### src/rtl/midi_uart_tx.sv
// -----------------------------------------------------------------------------
// midi_uart_tx
//
// MIDI (8N1, 31250 baud at the default clock) serial transmitter with a small
// byte FIFO in front of it. Bytes are queued through a valid/ready handshake
// and sent back to back, with no idle gap between frames, as long as the FIFO
// has data.
//
// Parameters
//   CLKS_PER_BIT : clk cycles per MIDI bit (2..1023), default 32
//   FIFO_DEPTH   : byte FIFO entries, power of 2 from 2 to 16, default 4
//
// Ports
//   clk        : in  - single clock, rising edge
//   rst_n      : in  - synchronous active-low reset
//   tx_data    : in  - byte offered for transmission
//   tx_valid   : in  - tx_data is valid
//   tx_ready   : out - FIFO can accept a byte this cycle
//   midi_out   : out - serial MIDI line, idle high, driven from a register
//   busy       : out - frame in progress or FIFO non-empty
//   fifo_count : out - bytes queued, not counting the byte in flight
// -----------------------------------------------------------------------------
module midi_uart_tx #(
    parameter int CLKS_PER_BIT = 32,
    parameter int FIFO_DEPTH   = 4
) (
    input  logic                          clk,
    input  logic                          rst_n,
    input  logic [7:0]                    tx_data,
    input  logic                          tx_valid,
    output logic                          tx_ready,
    output logic                          midi_out,
    output logic                          busy,
    output logic [$clog2(FIFO_DEPTH):0]   fifo_count
);

    localparam int AW = $clog2(FIFO_DEPTH);
    localparam int CW = AW + 1;
    localparam int BW = (CLKS_PER_BIT > 1) ? $clog2(CLKS_PER_BIT) : 1;

    localparam logic [CW-1:0] DEPTH_C   = CW'(FIFO_DEPTH);
    localparam logic [BW-1:0] BAUD_LAST = BW'(CLKS_PER_BIT - 1);

    typedef enum logic [1:0] {
        IDLE,
        START,
        DATA,
        STOP
    } state_e;

    // ---------------------------------------------------------------------
    // FIFO state
    // ---------------------------------------------------------------------
    logic [7:0]    mem [FIFO_DEPTH];
    logic [AW-1:0] wr_ptr_q, wr_ptr_d;
    logic [AW-1:0] rd_ptr_q, rd_ptr_d;
    logic [CW-1:0] count_q,  count_d;

    // ---------------------------------------------------------------------
    // Transmitter state
    // ---------------------------------------------------------------------
    state_e        state_q;
    logic [BW-1:0] baud_q;
    logic [2:0]    bit_idx_q;
    logic [7:0]    data_q;
    logic          midi_out_q;

    logic          push;
    logic          pop;
    logic          baud_end;
    logic [2:0]    bit_idx_next;
    logic [7:0]    head;

    // Handshake, pop decision and FIFO next state. Everything here depends on
    // registered state only, except push which also needs tx_valid.
    always_comb begin
        // NOTE: every signal gets a default before any branch so no latch is inferred.
        tx_ready     = (count_q != DEPTH_C);
        push         = tx_valid && tx_ready;
        baud_end     = (baud_q == BAUD_LAST);
        bit_idx_next = bit_idx_q + 3'd1;
        head         = mem[rd_ptr_q];

        // The transmitter takes a byte either straight from IDLE or at the
        // last cycle of a stop bit, so consecutive frames abut.
        pop = (count_q != '0) &&
              ((state_q == IDLE) || ((state_q == STOP) && baud_end));

        wr_ptr_d = push ? wr_ptr_q + AW'(1) : wr_ptr_q;
        rd_ptr_d = pop  ? rd_ptr_q + AW'(1) : rd_ptr_q;

        count_d = count_q;
        case ({push, pop})
            2'b10:   count_d = count_q + CW'(1);
            2'b01:   count_d = count_q - CW'(1);
            default: count_d = count_q;
        endcase
    end

    // NOTE: state registers use non-blocking assignments so every flop samples pre-edge values.
    always_ff @(posedge clk) begin
        if (!rst_n) begin
            wr_ptr_q <= '0;
            rd_ptr_q <= '0;
            count_q  <= '0;
        end else begin
            wr_ptr_q <= wr_ptr_d;
            rd_ptr_q <= rd_ptr_d;
            count_q  <= count_d;
        end
    end

    // NOTE: the storage array has no reset; the pointers and count decide which entries are valid.
    always_ff @(posedge clk) begin
        if (rst_n && push) begin
            mem[wr_ptr_q] <= tx_data;
        end
    end

    // Frame sequencer. The baud counter marks bit boundaries; midi_out is
    // updated only at those boundaries, so each bit lasts exactly
    // CLKS_PER_BIT cycles and a frame exactly 10 * CLKS_PER_BIT.
    always_ff @(posedge clk) begin
        if (!rst_n) begin
            state_q    <= IDLE;
            baud_q     <= '0;
            bit_idx_q  <= '0;
            data_q     <= '0;
            midi_out_q <= 1'b1;
        end else begin
            case (state_q)
                IDLE: begin
                    baud_q <= '0;
                    if (pop) begin
                        state_q    <= START;
                        data_q     <= head;
                        midi_out_q <= 1'b0;
                    end
                end

                START: begin
                    if (baud_end) begin
                        baud_q     <= '0;
                        bit_idx_q  <= '0;
                        state_q    <= DATA;
                        midi_out_q <= data_q[0];
                    end else begin
                        baud_q <= baud_q + BW'(1);
                    end
                end

                DATA: begin
                    if (baud_end) begin
                        baud_q    <= '0;
                        // Wraps 7 -> 0, leaving the index clean for the next frame.
                        bit_idx_q <= bit_idx_next;
                        if (bit_idx_q == 3'd7) begin
                            state_q    <= STOP;
                            midi_out_q <= 1'b1;
                        end else begin
                            midi_out_q <= data_q[bit_idx_next];
                        end
                    end else begin
                        baud_q <= baud_q + BW'(1);
                    end
                end

                STOP: begin
                    if (baud_end) begin
                        baud_q <= '0;
                        if (pop) begin
                            state_q    <= START;
                            data_q     <= head;
                            midi_out_q <= 1'b0;
                        end else begin
                            state_q <= IDLE;
                        end
                    end else begin
                        baud_q <= baud_q + BW'(1);
                    end
                end

                default: begin
                    state_q    <= IDLE;
                    baud_q     <= '0;
                    midi_out_q <= 1'b1;
                end
            endcase
        end
    end

    assign midi_out   = midi_out_q;
    assign fifo_count = count_q;
    assign busy       = (state_q != IDLE) || (count_q != '0);

endmodule
### config.mk
export PLATFORM = sky130hd
export DESIGN_NAME = midi_uart_tx
export DESIGN_NICKNAME = d
export VERILOG_FILES = /design/src/rtl/midi_uart_tx.sv
export SDC_FILE = /design/constraint.sdc
export NUM_CORES = 1
export LEC_CHECK = 0
export CAP_MARGIN = 20
export CORE_UTILIZATION = 58
export DETAILED_ROUTE_END_ITERATION = 10
export HOLD_SLACK_MARGIN = 0.06
export PLACE_DENSITY = 0.78
export SETUP_SLACK_MARGIN = 0.1
export SYNTH_ARGS = -nofsm -noshare
export SYNTH_HDL_FRONTEND = slang
export SYNTH_SLANG_ARGS = --single-unit
export TNS_END_PERCENT = 30
### constraint.sdc
create_clock -name clk -period 3.25 [get_ports clk]
set_input_delay 0.975 -clock clk [delete_from_list [all_inputs] [get_ports clk]]
set_output_delay 0.975 -clock clk [all_outputs]
set_load 0.01 [all_outputs]
==> notes.md <==
flow finished, numbers: Yosys Chip Area=between 2000 and 3000 µm², f_max=~350 MHz, RSZ-0062 raised after global routing=no, critical path, cell by cell=inv_1 > ha_1 > and2_1 > inv_1 > clkdlybuf4s50_1, post-CTS setup buffer count=0, dominant power group=sequential cells, FFs w/ async S/R, synth=0%, post-cts sizing count=0, Metal-1 WL=about 2100 µm, DRC viols=0, Slew @ Worst Pin=0.6985 ns, yosys cell count=between 200 and 250, Synth Warn #=0, number of port buffers=16, Tcrit/Tclk final=87.87%, reg-to-reg slack, setup=slightly below 0.5 ns, Synth Instances=roughly 200, total CTS buffers=9, Finish-stage setup viols=0, Worst IR Drop VDD=471.4 µV, Die Span Y=roughly 69 µm, wirelength, routed=between 4000 and 5000 µm, met3 wire len=265 µm, worst min path class=flop to flop, Commonest Layout Cell=edfxtp_1, FF-to-FF Start=baud_q[0]$_SDFF_PP0_, DP Wirelength=around 3300 µm, Synth Seq Share=58.89%, chip area=4726 µm², xor/xnor share=between 2 and 2.5%, Hold Buf Count CTS=0, WHS Endpoint=baud_q[0]$_SDFF_PP0_, DRT iter0 DRCs=133, CP Capture Type=output port, pin count of the biggest net entering global routing=23, headroom to the max-slew limit=a little over half, number of global-route vias before repair=between 1,500 and 2,000, DP Area=2760 µm², Int Power=roughly 1.6 mW, routability cong.=around 0.78, combinational power share=between 20% and 30%, area fraction in mux cells=approximately 9%, CP max-delay cell=clkdlybuf4s50_1, Clock Pin Slew Worst Setup and Hold Paths=roughly 0.06 ns, Design Area, Final=around 3000 µm², Net Sw Power=0.7741 mW, row count=23, pwr dens=between 800 and 900 nW/µm², worst setup path endpoint=busy, H-tree lvl count=3, clk pwr=between 0.6 and 0.7 mW, CP max FO=5, initial antenna violation count=0, global-route wire length before repair=around 8000 µm, Layout Area Growth over Synthesis=14.33%, Unique cell types=around 40, Slowest Stage Delay on Critical Path=between 0.5 and 0.6 ns, DR pass1 iterations=4, # IOs=17, final setup TNS=0 ns, Simple Share, Synth=about a tenth, pre-CTS WS=between 0.1 and 0.15 ns, startpoint types=flop, Antenna Cells=0, worst hold path startpoint=baud_q[0]$_SDFF_PP0_, Die Wd=68.75 µm, CP most frequent cell=inv_1, Sinks on Clock Net=roughly 60, R2R depth=10, antenna viol nets, final=0, Slew Viols, Final=0, Max clock buf depth=2, Final #Nets=between 200 and 250, register share of total power=43.1%, share of cells above drive strength 1=between 10% and 20%, sequential power=around 1.0 mW, Floorplan Nets=between 200 and 250, syn_area_per_cell=roughly 13 µm², Logic family by area=simple AND/OR/NAND/NOR gates, Clk Latency, worst-skew pair=roughly 0.34 ns, Setup crit start=state_q[1]$_SDFFE_PN0P_, CTS root buffer=clkbuf_8, Comb power=roughly 0.71 mW, ys flop type=edfxtp_1, reg2reg end=fifo_count[2]$_SDFFE_PN0P_, adder share=under 10%, crit path DAT=1.88 ns, fin worst setup slack=0.3944 ns, final hold violation count=0, Net Sw Frac=about 32%, CTS tree=done, Worst Skew=approximately 0.007 ns, Seq cells post-synth=60, GRT Residual Overflow=0, pre-placement core utilization=between 60% and 70%, Critical Path RT=2.27 ns, Clk pwr share=a little over a quarter, Total Power=2.392 mW, Cells on Worst Hold Path=1, Max-Cap Viols=0, Core Util, Final=between 70% and 80%, met2 WL=between 2000 and 2500 µm, routed vias/inst=6.072, ao+oa area frac=8.717%, Leakage Power=1.069 nW, WS Path Type=flop to output port, Tool Warnings=33, Core Box Area=roughly 4100 µm², max layer used=met4, outcome=complete, no violations, most numerous logic cells after layout=edfxtp_1 (32), dfxtp_1 (28), nor2_1 (17), EDFF count, synth=32, Post-Syn Area=between 2000 and 3000 µm², min cycle time layout=around 2.9 ns
[stage by stage]
step / hold slack [ns] / instances
2_1_floorplan: 0.4179 / 201
3_3_place_gp: 0.4278 / 260
3_5_place_dp: 0.4538 / 260
4_1_cts: 0.4646 / 276
5_1_grt: 0.5108 / 276
6_report: 0.4598 / 276
[logic make-up after synthesis]
family,Yosys count
flops,60
xor+xnor,7
compound gates,38
fa+ha+maj,15
mux,12
buf+inv,16
simple gates,53
[synth_stat cells (2+ instances only)]
library cell	count	share of area, %
ha_1	14	6.8
inv_1	7	1.0
xnor2_1	5	1.7
xor2_1	2	0.68
a21oi_1	15	2.9
nor3_1	3	0.58
mux2i_1	3	1.2
mux4_2	9	7.8
nand2_1	12	1.7
dfxtp_1	28	22
edfxtp_1	32	37
and2_1	4	0.97
buf_6	3	1.3
clkbuf_1	3	0.44
or3_1	3	0.73
o21ai_0	13	2.5
and3_1	5	1.2
a32oi_1	2	0.68
nor2_1	17	2.5
[critical path, delay by kind of cell, from the launching register on]
kind                       cells  cell delay [ns]
buffers and inverters          3             0.74
DFF                            1             0.40
adders and majority gates      1             0.23
and+or+nand+nor                1             0.19
[final cells by class]
class	instances	area [µm²]
timing repair buffer	17	167.7
sequential	60	1521
clock inverter	5	52.55
clock buffer	11	141.4
fill	277	1190
inverter	8	31.28
multi-input combinational	125	977.2
tap	50	62.56
[per-layer routing]
metal | GRT usage [%] | up-vias
met4 | 11.48 | 0
met5 | 0 | -
li1 | - | 774
met3 | 7.566 | 6
met2 | 40.93 | 57
met1 | 30.11 | 839
[registers in the layout (all words and copies together), names as in the netlist, named ones only]
register	cells
wr_ptr_q	2
fifo_count	3
bit_idx_q	3
mem	32
midi_out	1
data_q	8
state_q	2
rd_ptr_q	2
baud_q	5
### Routed metal per tile

(6 px per µm) The die is cut into 14 by 14 equal tiles; dark purple is low, yellow is high, scaled to the fullest tile. Values are wire area over tile area, all layers added.
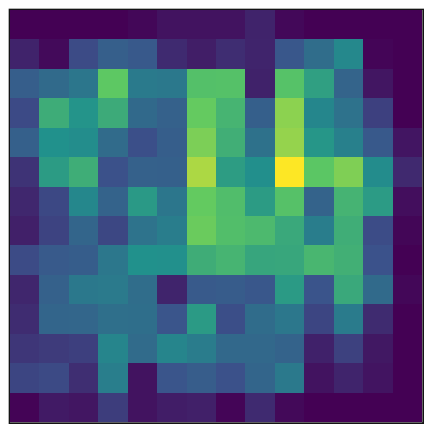
- emptiest ninth of the die: south-east
- densest ninth of the die: center
- tiles over half the peak: 22%
- fullest tile: 0.52
- mean over tiles: 0.17
- nearly empty tiles: 13%
Total GRT Usage: 24.91%
drt wl/cell: 17.82 µm

### Signal wires on met3

(6 px per µm) Cells faint in the background.
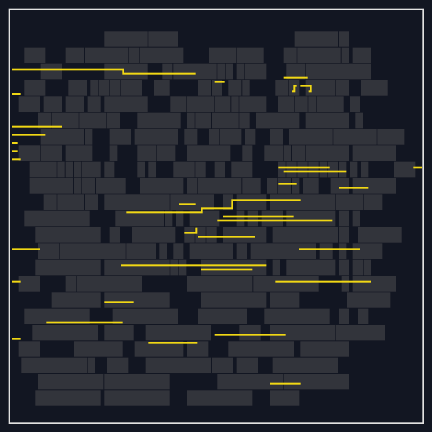
- longest straight run: 23.9 µm
- nets with wire on the layer: 29
met3 usage: 7.566%
Via Count: 1,676

No activity file was given, so power comes from the tool's default toggle rates.
